`config.mk`:
```
export PLATFORM = sky130hd
export DESIGN_NAME = frame_bbox_detect
export DESIGN_NICKNAME = d
export VERILOG_FILES = /design/src/rtl/frame_bbox_detect.sv
export SDC_FILE = /design/constraint.sdc
export NUM_CORES = 1
export LEC_CHECK = 0
export CELL_PAD_IN_SITES_DETAIL_PLACEMENT = 0
export CELL_PAD_IN_SITES_GLOBAL_PLACEMENT = 1
export CORE_MARGIN = 2
export CORE_UTILIZATION = 45
export DETAILED_ROUTE_END_ITERATION = 10
export PLACE_DENSITY = 0.79
export SYNTH_ARGS = -nofsm -noshare
export SYNTH_HDL_FRONTEND = slang
export SYNTH_SLANG_ARGS = --single-unit
```
`constraint.sdc`:
```
create_clock -name clk -period 7 [get_ports clk]
set_input_delay 1.4 -clock clk [delete_from_list [all_inputs] [get_ports clk]]
set_output_delay 1.4 -clock clk [all_outputs]
set_load 0.005 [all_outputs]
```
`src/rtl/frame_bbox_detect.sv`:
```
// frame_bbox_detect
//   Streams a binary image and reports, once per frame, the bounding box of
//   all foreground pixels together with their count.
//
// Ports
//   clk, rst                    clock, asynchronous active-high reset
//   per_frame_vsync/href/clken  input frame, line and pixel strobes
//   per_img_bit                 binary pixel, 1 = foreground
//   post_*                      the four inputs delayed by one clock
//   x_min/x_max/y_min/y_max     bounding box of the last completed frame
//   pix_cnt                     foreground count of the last completed frame
//   bbox_valid                  pix_cnt >= MIN_PIX for that frame
//   frame_done                  one-cycle pulse when the results update
module frame_bbox_detect #(
  parameter int IMG_W   = 1024,
  parameter int IMG_H   = 720,
  parameter int CW      = 12,
  parameter int PW      = 20,
  parameter int MIN_PIX = 16
) (
  input  logic          clk,
  input  logic          rst,
  input  logic          per_frame_vsync,
  input  logic          per_frame_href,
  input  logic          per_frame_clken,
  input  logic          per_img_bit,
  output logic          post_frame_vsync,
  output logic          post_frame_href,
  output logic          post_frame_clken,
  output logic          post_img_bit,
  output logic [CW-1:0] x_min,
  output logic [CW-1:0] x_max,
  output logic [CW-1:0] y_min,
  output logic [CW-1:0] y_max,
  output logic [PW-1:0] pix_cnt,
  output logic          bbox_valid,
  output logic          frame_done
);

  localparam logic [CW-1:0] X_LAST = CW'(IMG_W - 1);
  localparam logic [CW-1:0] Y_LAST = CW'(IMG_H - 1);
  localparam logic [CW-1:0] X_END  = CW'(IMG_W);
  localparam logic [CW-1:0] Y_END  = CW'(IMG_H);
  localparam logic [PW:0]   MIN_V  = (PW + 1)'(MIN_PIX);

  logic          r_vsync_d;
  logic          r_href_d;
  logic [CW-1:0] r_x_cnt;
  logic [CW-1:0] r_y_cnt;
  logic [CW-1:0] r_acc_xmin;
  logic [CW-1:0] r_acc_xmax;
  logic [CW-1:0] r_acc_ymin;
  logic [CW-1:0] r_acc_ymax;
  logic [PW-1:0] r_acc_cnt;

  logic          w_accept;
  logic          w_x_in;
  logic          w_y_in;
  logic          w_fg;
  logic          w_start;
  logic          w_end;
  logic          w_href_fall;
  logic [CW-1:0] w_base_xmin;
  logic [CW-1:0] w_base_xmax;
  logic [CW-1:0] w_base_ymin;
  logic [CW-1:0] w_base_ymax;
  logic [PW-1:0] w_base_cnt;
  logic [CW-1:0] w_nxt_xmin;
  logic [CW-1:0] w_nxt_xmax;
  logic [CW-1:0] w_nxt_ymin;
  logic [CW-1:0] w_nxt_ymax;
  logic [PW-1:0] w_nxt_cnt;

  assign w_accept    = per_frame_vsync & per_frame_href & per_frame_clken;
  assign w_x_in      = (r_x_cnt < X_END);
  assign w_y_in      = (r_y_cnt < Y_END);
  assign w_fg        = w_accept & per_img_bit & w_x_in & w_y_in;
  assign w_start     = per_frame_vsync & ~r_vsync_d;
  assign w_end       = r_vsync_d & ~per_frame_vsync;
  assign w_href_fall = r_href_d & ~per_frame_href;

  // A frame start re-seeds the accumulators in the same cycle, so a pixel
  // accepted on the start cycle is merged on top of the fresh values.
  always_comb begin
    w_base_xmin = w_start ? X_LAST     : r_acc_xmin;
    w_base_xmax = w_start ? '0         : r_acc_xmax;
    w_base_ymin = w_start ? Y_LAST     : r_acc_ymin;
    w_base_ymax = w_start ? '0         : r_acc_ymax;
    w_base_cnt  = w_start ? '0         : r_acc_cnt;
    w_nxt_xmin  = w_base_xmin;
    w_nxt_xmax  = w_base_xmax;
    w_nxt_ymin  = w_base_ymin;
    w_nxt_ymax  = w_base_ymax;
    w_nxt_cnt   = w_base_cnt;
    if (w_fg) begin
      if (r_x_cnt < w_base_xmin) w_nxt_xmin = r_x_cnt;
      if (r_x_cnt > w_base_xmax) w_nxt_xmax = r_x_cnt;
      if (r_y_cnt < w_base_ymin) w_nxt_ymin = r_y_cnt;
      if (r_y_cnt > w_base_ymax) w_nxt_ymax = r_y_cnt;
      if (w_base_cnt != '1)      w_nxt_cnt  = w_base_cnt + 1'b1;
    end
  end

  always_ff @(posedge clk or posedge rst) begin
    if (rst) begin
      r_vsync_d        <= 1'b0;
      r_href_d         <= 1'b0;
      post_frame_vsync <= 1'b0;
      post_frame_href  <= 1'b0;
      post_frame_clken <= 1'b0;
      post_img_bit     <= 1'b0;
    end else begin
      r_vsync_d        <= per_frame_vsync;
      r_href_d         <= per_frame_href;
      post_frame_vsync <= per_frame_vsync;
      post_frame_href  <= per_frame_href;
      post_frame_clken <= per_frame_clken;
      post_img_bit     <= per_img_bit;
    end
  end

  // Counters stop one past the active area so out-of-range pixels are
  // recognisable without wrapping back into the image.
  always_ff @(posedge clk or posedge rst) begin
    if (rst) begin
      r_x_cnt <= '0;
      r_y_cnt <= '0;
    end else begin
      if (!per_frame_href)
        r_x_cnt <= '0;
      else if (w_accept && w_x_in)
        r_x_cnt <= r_x_cnt + 1'b1;

      if (!per_frame_vsync)
        r_y_cnt <= '0;
      else if (w_href_fall && w_y_in)
        r_y_cnt <= r_y_cnt + 1'b1;
    end
  end

  always_ff @(posedge clk or posedge rst) begin
    if (rst) begin
      r_acc_xmin <= X_LAST;
      r_acc_xmax <= '0;
      r_acc_ymin <= Y_LAST;
      r_acc_ymax <= '0;
      r_acc_cnt  <= '0;
    end else begin
      r_acc_xmin <= w_nxt_xmin;
      r_acc_xmax <= w_nxt_xmax;
      r_acc_ymin <= w_nxt_ymin;
      r_acc_ymax <= w_nxt_ymax;
      r_acc_cnt  <= w_nxt_cnt;
    end
  end

  // An empty frame reports an all-zero box rather than the seed values.
  always_ff @(posedge clk or posedge rst) begin
    if (rst) begin
      x_min      <= '0;
      x_max      <= '0;
      y_min      <= '0;
      y_max      <= '0;
      pix_cnt    <= '0;
      bbox_valid <= 1'b0;
      frame_done <= 1'b0;
    end else begin
      frame_done <= w_end;
      if (w_end) begin
        if (r_acc_cnt == '0) begin
          x_min <= '0;
          x_max <= '0;
          y_min <= '0;
          y_max <= '0;
        end else begin
          x_min <= r_acc_xmin;
          x_max <= r_acc_xmax;
          y_min <= r_acc_ymin;
          y_max <= r_acc_ymax;
        end
        pix_cnt    <= r_acc_cnt;
        bbox_valid <= ({1'b0, r_acc_cnt} >= MIN_V);
      end
    end
  end

endmodule
```
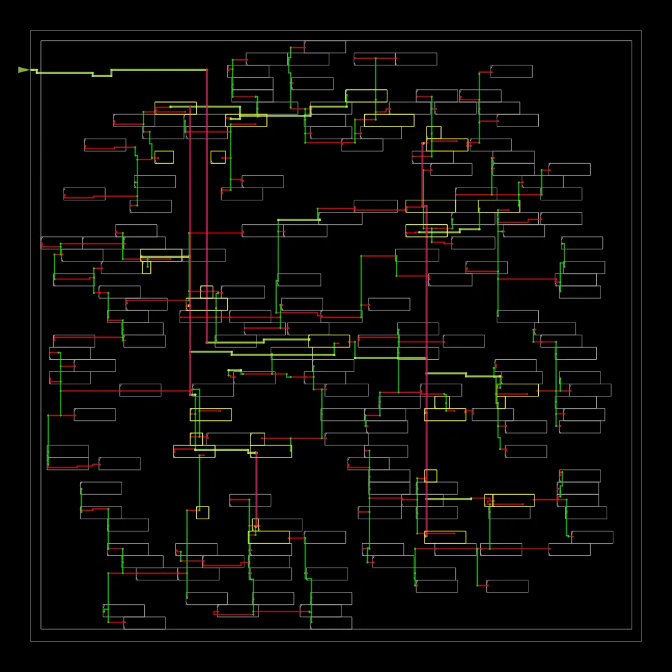
*Clock nets*
Clock Skew: 0.01237 ns
Worst-Skew Late Latency: 0.44 ns
CTS sink cnt: 166

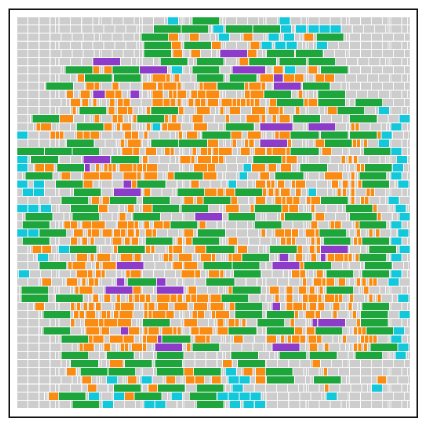
*Placed cells, one colour a class*
Scale: 3 px per um. Fill, decap, tap and diode cells in grey.
Key: orange = combinational and other logic [cells 527, share of their area 39%]; purple = clock drivers and dummy loads [cells 32, share of their area 6.4%]; green = sequential cells [cells 166, share of their area 46%]; cyan = remaining buffers and delay cells [cells 84, share of their area 9.1%]

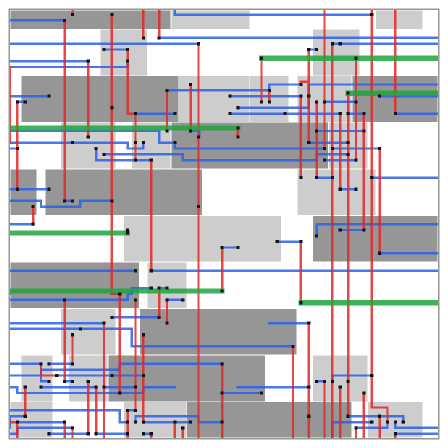
*A small window of the routed layout*
Window x 55 to 80, y 55 to 80 um. Cells in grey, sequential cells in the stronger grey; small squares are vias.
Key: green = metal 3; red = metal 2; blue = metal 1
Most frequent: dfrtp_1 (8), and2_1 (4), xnor2_1 (3). Netlist names of flops here include r_y_cnt (4), r_acc_cnt (3). Sequential cells in the window: 9. 27 logic cells have their middle in the window.

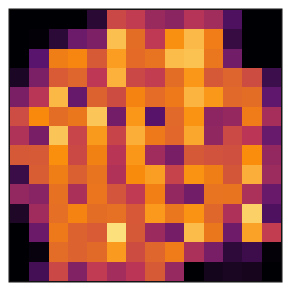
*Local utilization*
Scale: 2 px per um. 14 x 14 tiles, from black (low) to pale yellow (high), 0 to 100% covered.
9.7% of the tiles are nearly empty. The emptiest ninth of the die: top left. 16% of the tiles are over 75% full.

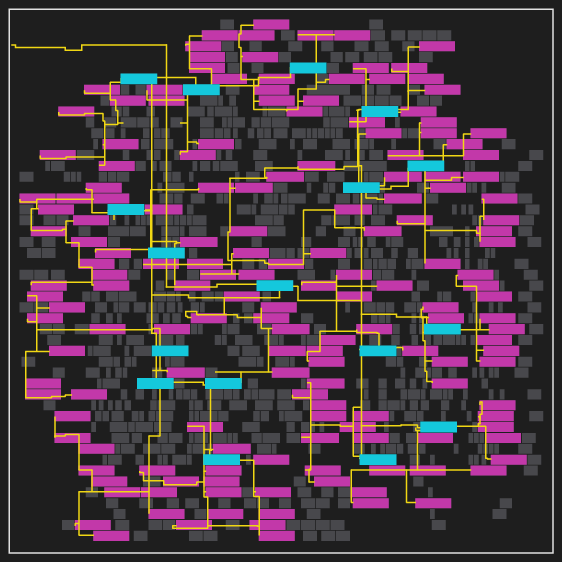
*Clock distribution*
Scale: 4 px per um.
Key: cyan = clock drivers [count 17]; yellow = clock wires [length 1,920 um]; magenta = flip-flops [count 166]
There are 18 routed clock nets. Position of the flops: widely spread.

==> flow_summary_export.csv <==
group,metric,value,unit
final_layout,fin_util,54.72,%
logic_synthesis,synth_nets,778,
global_route,grt_remaining_overflow,0,
logic_synthesis,syn_avg_cell_area,10.77,um^2
timing,relSlewSlack,22.31,%
die,core_area,0.01712,mm^2
timing,hold_violations,0,
logic_synthesis,yosys_cells,723,
power,seq_power,1.03,mW
detailed_routing,drc_errors,0,
logic_synthesis,top_area_share,47.89,%
die,die_w,135.5,um
flow_run,warning_count,28,
logic_synthesis,synth.logic.top_family,"simple AND/OR/NAND/NOR gates",
final_layout,nonClockBufferCount,84,
power,p_int,1.599,mW
setup_path,max_stage_delay,0.68,ns
detailed_routing,wire_per_inst,17.85,um
logic_synthesis,ys_ff,166,
setup_path,timing.rr.end,"r_acc_xmax[0]",
die,taps,225,
clock_tree,cts_root_buffer,"clkbuf_16",
final_layout,largestRegisters,"pix_cnt: 20 flops, r_acc_cnt: 20 flops",
final_layout,nClkBuffers,18,
setup_path,cpMaxStageDelayCell,"clkdlybuf4s50_1",
placement,dp.cells,1002,
power,pg_comb,0.152,mW
power,ir_worst_vdd,0.0001821,V
final_layout,final_cells,1034,
final_layout,area_dominant_class,"flip-flops and latches",
setup_path,reg2reg_from,"r_vsync_d",
detailed_routing,dr.pass1.iters,5,
clock_tree,cts_tree,"yes",
global_route,use_met2,32.21,%
power,p_clk_share,43.7,%
placement,port_buffers,79,
setup_path,critPathTopFamily,"buffers and inverters",
logic_synthesis,ys_sh_xor,3.037,%
final_layout,comb_area_share,36.24,%
logic_synthesis,edf_count,0,
final_layout,lay_top_count,"dfrtp_1",
timing,setup_tns,0,ns
setup_path,path_depth,10,
final_layout,final-clk-cell-share,6.198,%
setup_path,cp_common_cell,"nand2_1",
logic_synthesis,top_cells_by_count,"dfrtp_1 (149), nand2_1 (121), ha_1 (49)",
hold_path,hold_end,"pix_cnt[12]",
placement,placed_area,0.008786,mm^2
run_status,status,"complete, no violations",
global_route,met3_usage,4.340,%
timing,worstMarginPinSlew,1.159,ns
detailed_routing,wl_met1,9.069,mm
power,switching_share,23.84,%
Power and IR drop assume default switching activity.
